==> src/rtl/multicycle_control_fsm.sv <==
// multicycle_control_fsm: multi-cycle main controller for the RV32 subset (R-type, lw, sw, beq)
// Ports: CLK, Reset (async, active-low), Opcode (IR[6:0]), MemReady (memory handshake);
//        datapath controls IRWrite, PCWrite, PCWriteCond, PCSource, IorD, MemRead, MemWrite,
//        MemtoReg, RegWrite, ALUSrcA, ALUSrcB, ALUOp; Fault (01 illegal opcode, 10 memory
//        timeout) and State (debug view of the current state).
module multicycle_control_fsm #(
    parameter logic [6:0]  OPC_R       = 7'd51,
    parameter logic [6:0]  OPC_LW      = 7'd3,
    parameter logic [6:0]  OPC_SW      = 7'd35,
    parameter logic [6:0]  OPC_BEQ     = 7'd99,
    parameter int unsigned MEM_TIMEOUT = 16
) (
    input  logic       CLK,
    input  logic       Reset,
    input  logic [6:0] Opcode,
    input  logic       MemReady,
    output logic       IRWrite,
    output logic       PCWrite,
    output logic       PCWriteCond,
    output logic       PCSource,
    output logic       IorD,
    output logic       MemRead,
    output logic       MemWrite,
    output logic       MemtoReg,
    output logic       RegWrite,
    output logic       ALUSrcA,
    output logic [1:0] ALUSrcB,
    output logic [1:0] ALUOp,
    output logic [1:0] Fault,
    output logic [3:0] State
);
    typedef enum logic [3:0] {
        FETCH  = 4'd0,
        DECODE = 4'd1,
        ADDR   = 4'd2,
        MEMRD  = 4'd3,
        LWB    = 4'd4,
        MEMWR  = 4'd5,
        EXEC   = 4'd6,
        RWB    = 4'd7,
        BRANCH = 4'd8,
        HALT   = 4'd9
    } stateT;

    stateT      curState, nextState;
    logic [1:0] nextFault;
    logic [7:0] waitCnt;
    logic       memState, timedOut;

    assign State    = curState;
    assign memState = curState == FETCH || curState == MEMRD || curState == MEMWR;
    // A ready on the very cycle the count hits the limit still wins over the timeout.
    assign timedOut = MEM_TIMEOUT != 0 && memState && !MemReady && waitCnt == 8'(MEM_TIMEOUT);

    always_ff @(posedge CLK or negedge Reset) begin
        if (!Reset) begin
            curState <= FETCH;
            Fault    <= 2'b00;
            waitCnt  <= '0;
        end else begin
            curState <= nextState;
            Fault    <= nextFault;
            // Any state change clears the count, which covers entry to every memory state.
            waitCnt  <= nextState != curState ? '0 : (memState && !MemReady) ? waitCnt + 8'd1 : waitCnt;
        end
    end

    always_comb begin
        nextState   = curState;
        nextFault   = Fault;
        IRWrite     = 1'b0;
        PCWrite     = 1'b0;
        PCWriteCond = 1'b0;
        PCSource    = 1'b0;
        IorD        = 1'b0;
        MemRead     = 1'b0;
        MemWrite    = 1'b0;
        MemtoReg    = 1'b0;
        RegWrite    = 1'b0;
        ALUSrcA     = 1'b0;
        ALUSrcB     = 2'b00;
        ALUOp       = 2'b00;
        case (curState)
            FETCH: begin
                MemRead   = 1'b1;
                ALUSrcB   = 2'b01;
                IRWrite   = MemReady;
                PCWrite   = MemReady;
                nextState = MemReady ? DECODE : timedOut ? HALT : FETCH;
            end
            DECODE: begin
                ALUSrcB   = 2'b11;
                nextState = (Opcode == OPC_LW || Opcode == OPC_SW) ? ADDR :
                            Opcode == OPC_R   ? EXEC :
                            Opcode == OPC_BEQ ? BRANCH : HALT;
                nextFault = nextState == HALT ? 2'b01 : Fault;
            end
            ADDR: begin
                ALUSrcA   = 1'b1;
                ALUSrcB   = 2'b10;
                nextState = Opcode == OPC_LW ? MEMRD : MEMWR;
            end
            MEMRD: begin
                MemRead   = 1'b1;
                IorD      = 1'b1;
                nextState = MemReady ? LWB : timedOut ? HALT : MEMRD;
            end
            LWB: begin
                RegWrite  = 1'b1;
                MemtoReg  = 1'b1;
                nextState = FETCH;
            end
            MEMWR: begin
                MemWrite  = 1'b1;
                IorD      = 1'b1;
                nextState = MemReady ? FETCH : timedOut ? HALT : MEMWR;
            end
            EXEC: begin
                ALUSrcA   = 1'b1;
                ALUOp     = 2'b10;
                nextState = RWB;
            end
            RWB: begin
                RegWrite  = 1'b1;
                nextState = FETCH;
            end
            BRANCH: begin
                ALUSrcA     = 1'b1;
                ALUOp       = 2'b01;
                PCWriteCond = 1'b1;
                PCSource    = 1'b1;
                nextState   = FETCH;
            end
            HALT:    nextState = HALT;
            default: nextState = FETCH;
        endcase
        if (timedOut) nextFault = 2'b10;
    end
endmodule

==> config.mk <==
export PLATFORM = sky130hd
export DESIGN_NAME = multicycle_control_fsm
export DESIGN_NICKNAME = d
export VERILOG_FILES = /design/src/rtl/multicycle_control_fsm.sv
export SDC_FILE = /design/constraint.sdc
export NUM_CORES = 1
export LEC_CHECK = 0
export ABC_AREA = 1
export CAP_MARGIN = 10
export CORE_MARGIN = 2
export CORE_UTILIZATION = 51
export DETAILED_ROUTE_END_ITERATION = 10
export GPL_TIMING_DRIVEN = 0
export PLACE_DENSITY_LB_ADDON = 0.05
export SLEW_MARGIN = 20
export SYNTH_ARGS = -nofsm -noshare
export SYNTH_HDL_FRONTEND = slang
export SYNTH_SLANG_ARGS = --single-unit
==> constraint.sdc <==
create_clock -name CLK -period 4.4 [get_ports CLK]
set_input_delay 1.32 -clock CLK [delete_from_list [all_inputs] [get_ports CLK]]
set_output_delay 1.32 -clock CLK [all_outputs]
set_load 0.02 [all_outputs]
==> flow_summary.yaml, run 1 <==
# synthesis and place-and-route metrics
drt:
  drt-vias-per-instance: 4.93
  met1_length_um: 1030
  drtIter0Drc: 28
  wl_met3_um: 157
  first_pass_iters: 4
  avgRoutedWirePerCell_um: 11.4
  drc: 0
  postRouteAntennaNets: 0
  highest_layer: "met4"
  wl_met2_um: 1260
logic_synthesis:
  postSynthSeqShare: 0.329
  topCellsByArea: "dfrtp_1, nand2_1, inv_1"
  netlist.top_cell.by_area: "dfrtp_1"
  syn_area_um2: 1070
  synth_flops: 14
  ys_cells: 160
  ys_sh_mux: 0
  synth_top_area_share: 0.329
  top_logic_kind: "simple AND/OR/NAND/NOR gates"
  synth_top_cell_by_count: "nand2_1"
  async_reset_ff_frac: 1.00
  ys_types: 21
  syn_inst: 160
  compound_area_frac: 0.0305
  synth_chip_area_um2: 1070
  xor_share: 0.0575
  edf_count: 0
  ys_sh_simple: 0.440
  adder_share: 0.0235
  avgSynthCellArea_um2: 6.66
  fp_nets: 172
  common_cells: "nand2_1, inv_1, nor2_1"
  ys_warn_count: 0
worst_hold_path:
  hold_depth: 2
  hold_path.class: "reg -> reg"
placement:
  io_buffers: 29
  place_area_um2: 1390
  numPlacedInstances: 216
  gp_congestion: 0.917
  pre_cts_slack_ns: 0.300
  dp_hpwl_um: 2000
final_timing:
  finalCritPeriodShare: 0.933
  fmax_ghz: 0.244
  setup_tns_ns: 0
  worst_pin_slew_ns: 0.633
  rsz0062_at_grt: "false"
  holdWs_ns: 0.512
  report.final.slew_viol_count: 0
  setup_viol: 0
  hold_viol_final: 0
  timing.final.crit_period_ns: 4.10
  slew_headroom: 0.577
  skew_ns: 0.0133
global_routing:
  grt.overflow.total: 0
  met1_usage: 0.261
  grt_antenna_before_repair: 0
  grt_max_degree: 15
  grt_pass1_vias: 1044
  grt_first_pass_wirelength_um: 4390
  top_usage_layer: "met2"
  grt_usage: 0.228
critical_path:
  worstPathCellList: "clkdlybuf4s50_1, inv_1, nor2_1, buf_4, clkdlybuf4s50_1"
  rr_worst_depth: 11
  r2r_slack_ns: 2.51
  cp.buffers_inverters: 4
  critPathSlowestCell: "clkdlybuf4s50_1"
  cp_top_family: "buffers and inverters"
  crit_cells: 5
  cp_slowest_stage_delay_ns: 0.59
  critical_path.most_common_cell: "clkdlybuf4s50_1"
  setup.worst_path.start_class: "input pin"
  arrival_ns: 2.78
  crit_fanout: 7
  critPathKind: "in -> out"
  crit_required_ns: 3.08
  end_kind: "primary output"
clock_network:
  cts.hold.buffers_added: 0
  cts_tree: "done"
  insertion_delay_ns: 0.30
  cts.path.max_buffers: 2
  clock-root-buffer: "clkbuf_4"
  clkSlewWorstSetupHoldPaths_ns: 0.09
  cts_resized: 0
  cts_made_buffers: 3
  cts.sinks: 14
  cts-htree-levels: 1
  cts_setup_buffers: 0
pwr:
  switching_share: 0.474
  combPwrFrac: 0.630
  leakage_nw: 0.723
  pg_comb_w: 0.000447
  powerDensity_nw_per_um2: 497
  power_leader: "combinational logic"
  powerClk_w: 0.0000961
  powerSeq_w: 0.000166
  clock_power_share: 0.135
  pwr-share-seq: 0.234
  power.switching_w: 0.000336
  power.internal_w: 0.000373
  p_total_w: 0.000709
  ir_worst_vdd_uv: 328
finish:
  stdcell_area_um2: 1430
  utilization: 0.727
  buffer_area_frac: 0.219
  nonClockBufferCount: 32
  inv_count: 28
  fillers: 195
  drive_above_1_share: 0.140
  final_nets: 206
  clock_buffer_count: 4
  seq_area_um2: 350
  logic_area_um2: 588
  logic_gate_count: 115
  layout_top_cells: "nand2_1, clkdlybuf4s50_1, inv_1, nor2_1, dfrtp_1"
  seq_cell_count: 14
  clkCellAreaFrac: 0.0254
  area_dominant_class: "multi-input combinational cells"
  seq_area_frac: 0.246
  diodes: 0
die:
  die_w_um: 49.7
  die_h_um: 49.7
  io_pins: 30
  nWellTaps: 27
  die_area_um2: 2470
  rows: 16
  coreArea_um2: 1960
  initCoreUtil: 0.543
run:
  warning_count: 27
  maxCapViolations: 0
outcome:
  status: "completed"
==> run 1: flip-flops by register name, indices dropped and copies added, names as in the netlist <==
register and count:
Fault 2, State 4, waitCnt 8
==> run 1: kinds of logic (layout without fill, tap and decap cells) <==
group           Yosys count  after routing
simple gates            100            100
flops                    14             14
buf+inv                  31             64
fa+ha+maj                 2              2
compound gates            6              6
xor+xnor                  7              7
==> run 1: path summary, 6_finish.rpt <==
path                                from    endpoint
worst max-delay path            MemReady     PCWrite
worst min-delay path            Fault[0]    Fault[0]
worst max register to register  State[3]  waitCnt[7]
worst min register to register  Fault[0]    Fault[0]
max in group asynchronous          Reset    State[0]
min in group asynchronous          Reset  waitCnt[5]
**Run 1: selected gate families**

Scale: 10 px per um.
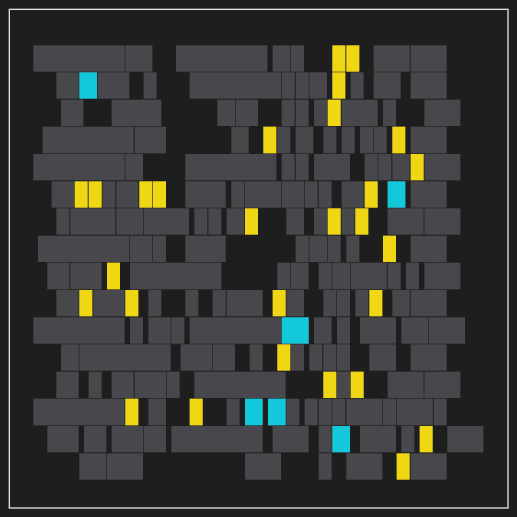
color	family	cells
cyan	inverting AOI/OAI gates	6
yellow	inverters	28
most numerous logic cell after layout: nand2_1
non-filler instance count after layout: 220
fraction of area in multi-input gates: 0.412

**Run 1: the metal 2 layer**

Scale: 6 px per um.
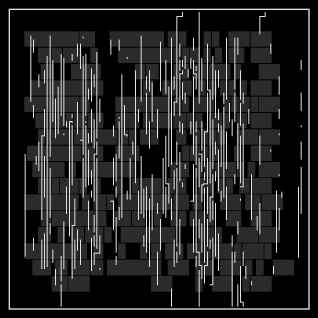
nets with wire on the layer	169
wire length on this layer	1260 um
main direction	vertical
longest straight run	35.0 um
final WL: 2500 um
vias: 1084
met2 Track Usage GR: 0.400

**Run 1: cells by drive strength**

Scale: 10 px per um.
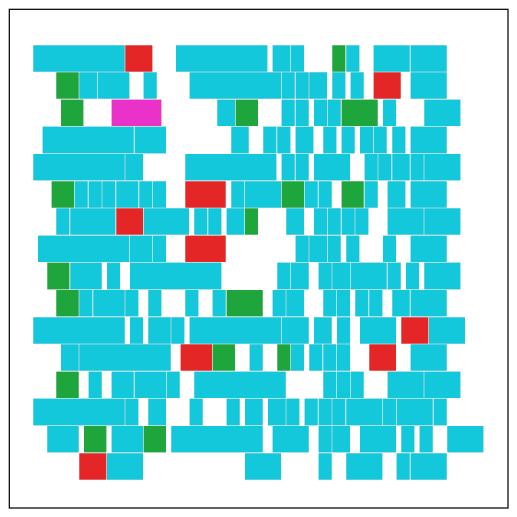
color	size	cells	share
cyan	_0 and _1 cells	166	86%
green	_2 cells	17	8.8%
magenta	_6 and larger	1	0.52%
red	_3 and _4 cells	9	4.7%
PnR worst setup slack: 0.295 ns
Area growth syn-to-layout: 33.8%

**Run 1: the metal 3 layer**

Scale: 6 px per um.
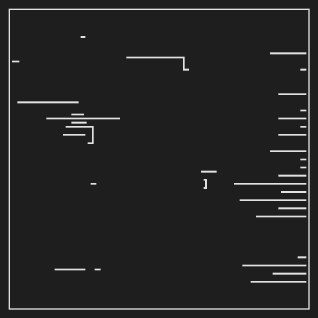
share of all routed wire	6.3%
longest straight run	12.0 um
met3 Use GR: 0.0364

**Run 1: routing congestion**

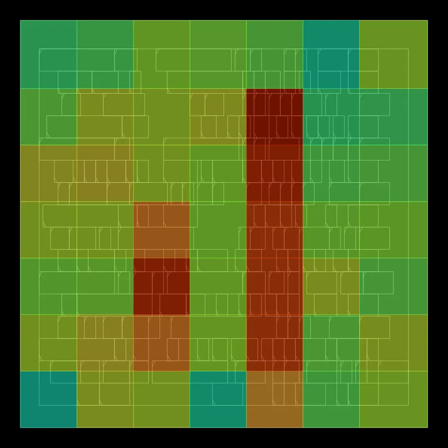

--- run 2 (diff from run 1) ---
CORE_ASPECT_RATIO = 1.75   (was default)
CORE_UTILIZATION = 45   (was 51)
**Run 2: routing congestion**

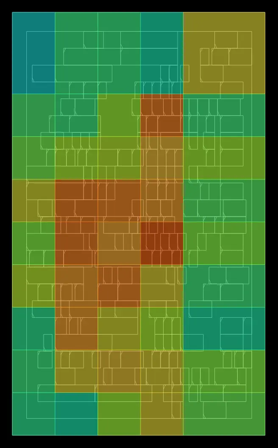
met1 Use GR: 0.174
Tot GR Track Use: 0.211
drt wl/cell: 11.2 um
grt peak-use layer: met2

==> flow_summary.yaml, run 2 <==
# synthesis and place-and-route metrics
outcome:
  status: "completed"
die:
  nWellTaps: 25
  die_w_um: 40.8
  initCoreUtil: 0.469
  die_area_um2: 2790
  io_pins: 30
  rows: 23
critical_path:
  cp_top_family: "buffers and inverters"
  r2r_slack_ns: 2.54
  crit_fanout: 7
  rr_worst_depth: 11
  setup.worst_path.start_class: "input pin"
  crit_start: "MemReady"
  critPathSlowestCell: "clkdlybuf4s50_1"
  rr_startpoint: "State[1]"
  crit_required_ns: 3.08
  worstPathCellList: "clkdlybuf4s50_1, inv_1, nor2_1, buf_4, clkdlybuf4s50_1"
  arrival_ns: 2.78
  cp_slowest_stage_delay_ns: 0.59
  critical_path.most_common_cell: "clkdlybuf4s50_1"
  crit_end: "PCWrite"
  reg2reg_to: "waitCnt[7]"
pwr:
  p_total_w: 0.000737
  pwr-share-seq: 0.226
  power_leader: "combinational logic"
  combPwrFrac: 0.605
  power.switching_w: 0.000335
  leakage_nw: 0.731
  power.internal_w: 0.000402
  ir_worst_vdd_uv: 325
  pg_comb_w: 0.000446
  switching_share: 0.454
finish:
  clock_buffer_count: 4
  seq_area_um2: 350
  seq_area_frac: 0.243
  largest_register_ffs: 8
  logic_gate_count: 115
  layout_top_cells: "nand2_1, clkdlybuf4s50_1, inv_1, nor2_1, dfrtp_1"
  clkCellAreaFrac: 0.0382
  final_nets: 206
  stdcell_area_um2: 1440
  buffer_area_frac: 0.217
  comb_area_frac: 0.408
  largest-register: "waitCnt"
  layout.cells.non_filler: 218
  logic_area_um2: 588
logic_synthesis:
  async_reset_ff_frac: 1.00
  common_cells: "nand2_1, inv_1, nor2_1"
  syn_inst: 160
  synth_flops: 14
  topCellsByArea: "dfrtp_1, nand2_1, inv_1"
  netlist.top_cell.by_area: "dfrtp_1"
  postSynthSeqShare: 0.329
  ys_warn_count: 0
  fp_nets: 172
  ys_types: 21
  edf_count: 0
  synth_chip_area_um2: 1070
  avgSynthCellArea_um2: 6.66
  synth_top_cell_by_count: "nand2_1"
  synth_top_area_share: 0.329
placement:
  pre_cts_slack_ns: 0.292
  io_buffers: 29
  gp_congestion: 0.773
  dp_hpwl_um: 2100
final_timing:
  hold_viol_final: 0
  rsz0062_at_grt: "false"
  skew_ns: 0.000961
  worst_pin_slew_ns: 0.621
  holdWs_ns: 0.505
  report.final.slew_viol_count: 0
  slew_headroom: 0.584
  setup_tns_ns: 0
  timing.final.crit_period_ns: 4.10
run:
  maxCapViolations: 0
  warning_count: 27
worst_hold_path:
  whs_endpoint: "Fault[1]"
  hold_path.class: "reg -> reg"
  min-delay-start: "Fault[1]"
clock_network:
  clkSlewWorstSetupHoldPaths_ns: 0.06
  cts.hold.buffers_added: 0
  cts_resized: 0
  cts.path.max_buffers: 2
  cts-htree-levels: 1
  cts.sinks: 14
  insertion_delay_ns: 0.24
  clock-root-buffer: "clkbuf_8"
  cts_tree: "done"
drt:
  wirelength_um: 2450
  first_pass_iters: 4
  drc: 0
  postRouteAntennaNets: 0
  drtIter0Drc: 14
  vias: 1086
global_routing:
  grt_pass1_vias: 1096
  grt_first_pass_wirelength_um: 4030
  grt.overflow.total: 0
  grt_antenna_before_repair: 0
  use_met3: 0.0195
  globalRouteMet2Util: 0.422
**Run 2: cells by drive strength**

Scale: 10 px per um.
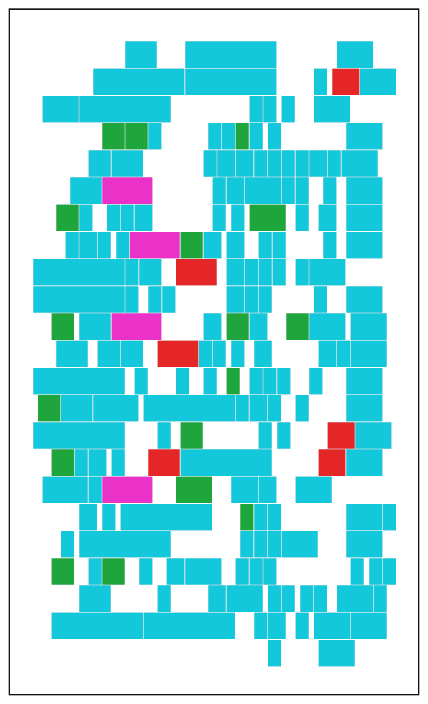
color	size	cells	share
magenta	_6 and larger	4	2.1%
red	_3 and _4 cells	6	3.1%
green	_2 cells	17	8.8%
cyan	_0 and _1 cells	166	86%
Non-CTS buffers: 32
PnR worst setup slack: 0.295 ns
Area growth syn-to-layout: 35.3%

[run 2: cell counts after synthesis]
Identical to the previous run, type by type.
[run 2: logic make-up (layout without fill, tap and decap cells)]
| group | Yosys count | after routing | share of synthesized area |
|---|---|---|---|
| AOI/OAI and AO/OA | 6 | 6 | 0.0305 |
| adders and majority gates | 2 | 2 | 0.0235 |
| and+or+nand+nor | 100 | 100 | 0.440 |
| xor gates and xnor gates | 7 | 7 | 0.0575 |
| buffers and inverters | 31 | 64 | 0.120 |
| DFF | 14 | 14 | 0.329 |
[run 2: routing by layer]
layer	vias up	routed length, um	share of wire
li1	555	-	-
met1	494	833	0.34
met2	28	1430	0.59
met3	9	92	0.038
met4	0	86	0.035
met5	-	0	0
**Run 2: the metal 3 layer**

Scale: 6 px per um.
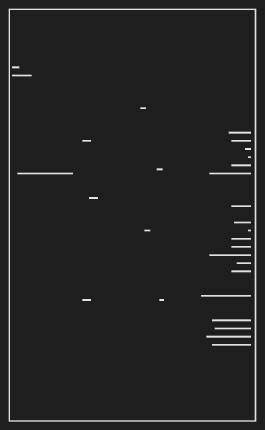

--- run 3 (diff from run 2) ---
CORE_ASPECT_RATIO = 1.1   (was 1.75)
CTS_CLUSTER_DIAMETER = 200   (was default)
SETUP_SLACK_MARGIN = 0.02   (was default)
**Run 3: the metal 3 layer**

Scale: 4 px per um.
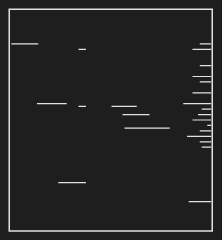
wire length on this layer	103 um
share of all routed wire	4.4%
nets with wire on the layer	21
main direction	horizontal
met3 Use GR: 0.0242
final WL: 2350 um

==> flow_summary.yaml, run 3 <==
# synthesis and place-and-route metrics
outcome:
  status: "completed"
final_timing:
  setup_tns_ns: 0
  timing.final.crit_period_ns: 4.10
  report.final.slew_viol_count: 0
  finalCritPeriodShare: 0.932
  holdWs_ns: 0.511
  worst_pin_slew_ns: 0.612
  fmax_ghz: 0.244
  hold_viol_final: 0
clock_network:
  cts.hold.buffers_added: 0
  clkSlewWorstSetupHoldPaths_ns: 0.07
  cts-htree-levels: 1
  cts_made_buffers: 3
  cts.path.max_buffers: 2
  cts.sinks: 14
  cts_resized: 0
  cts_setup_buffers: 0
critical_path:
  setup.worst_path.start_class: "input pin"
  crit_required_ns: 3.08
  worstPathCellList: "clkdlybuf4s50_1, inv_1, nor2_1, buf_4, clkdlybuf4s50_1"
  arrival_ns: 2.78
  r2r_slack_ns: 2.50
  end_kind: "primary output"
  critPathKind: "in -> out"
  reg2reg_to: "waitCnt[7]"
  crit_fanout: 7
  critical_path.most_common_cell: "clkdlybuf4s50_1"
  cp_slowest_stage_delay_ns: 0.58
global_routing:
  grt_first_pass_wirelength_um: 3950
  grt.overflow.total: 0
  top_usage_layer: "met2"
  grt_antenna_before_repair: 0
  grt_usage: 0.191
  grt_pass1_vias: 958
logic_synthesis:
  fp_nets: 172
  netlist.top_cell.by_area: "dfrtp_1"
  ys_warn_count: 0
  synth_top_area_share: 0.329
  async_reset_ff_frac: 1.00
  syn_inst: 160
  avgSynthCellArea_um2: 6.66
  ys_types: 21
  synth_top_cell_by_count: "nand2_1"
  synth_chip_area_um2: 1070
  edf_count: 0
  topCellsByArea: "dfrtp_1, nand2_1, inv_1"
finish:
  final_nets: 206
  layout.cells.most_common: "nand2_1"
  diodes: 0
  layout_top_cells: "nand2_1, clkdlybuf4s50_1, inv_1, nor2_1, dfrtp_1"
  logic_gate_count: 115
  inv_count: 28
  area_growth_pct: 32.9
  largest-register: "waitCnt"
  clkCellAreaFrac: 0.0159
  comb_area_frac: 0.415
  nonClockBufferCount: 32
  drive_above_1_share: 0.135
  seq_cell_count: 14
die:
  coreArea_um2: 2250
  initCoreUtil: 0.473
  rows: 18
  die_w_um: 50.4
  die_area_um2: 2770
  nWellTaps: 30
drt:
  met1_length_um: 1010
  highest_layer: "met4"
  wl_met3_um: 102
  drtIter0Drc: 20
  drc: 0
  drt-vias-per-instance: 4.71
  postRouteAntennaNets: 0
  avgRoutedWirePerCell_um: 10.6
pwr:
  power.internal_w: 0.000354
  clock_power_share: 0.104
  powerClk_w: 0.0000710
  powerSeq_w: 0.000167
  power_leader: "combinational logic"
  pwr-share-seq: 0.246
  ir_worst_vdd_uv: 312
  combPwrFrac: 0.650
  powerDensity_nw_per_um2: 480
  leakage_nw: 0.716
placement:
  gp_congestion: 0.914
  io_buffers: 29
worst_hold_path:
  hold_path.class: "reg -> reg"
  hold_depth: 2
**Run 3: the metal 2 layer**

Scale: 4 px per um.
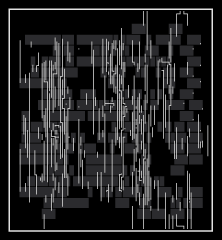
wire length on this layer	1190 um
longest straight run	32.3 um
nets with wire on the layer	156
main direction	vertical
share of all routed wire	51%
vias: 1046
met2 Track Usage GR: 0.366

[run 3: worst max-delay path, delay by kind of cell]
kind,cells,cell delay (ns)
buf+inv,4,1.30
simple gates,1,0.16
[run 3: stage by stage]
stage	instances	area (um^2)	utilization	setup slack [ns]
after global routing	222	1420	0.629	0.220
final	222	1420	0.629	0.299
after CTS	222	1420	0.629	0.304
after floorplan	160	1070	-	1.12
after global placement	219	1390	0.619	0.314
after detailed placement	219	1390	0.619	0.308
[run 3: cell families after synthesis]
| logic type | Yosys count | share of synthesized area |
|---|---|---|
| and+or+nand+nor | 100 | 0.440 |
| buffers and inverters | 31 | 0.120 |
| DFF | 14 | 0.329 |
| xor gates and xnor gates | 7 | 0.0575 |
| AOI/OAI and AO/OA | 6 | 0.0305 |
| adders and majority gates | 2 | 0.0235 |
Power is estimated from default activity; no workload was simulated.
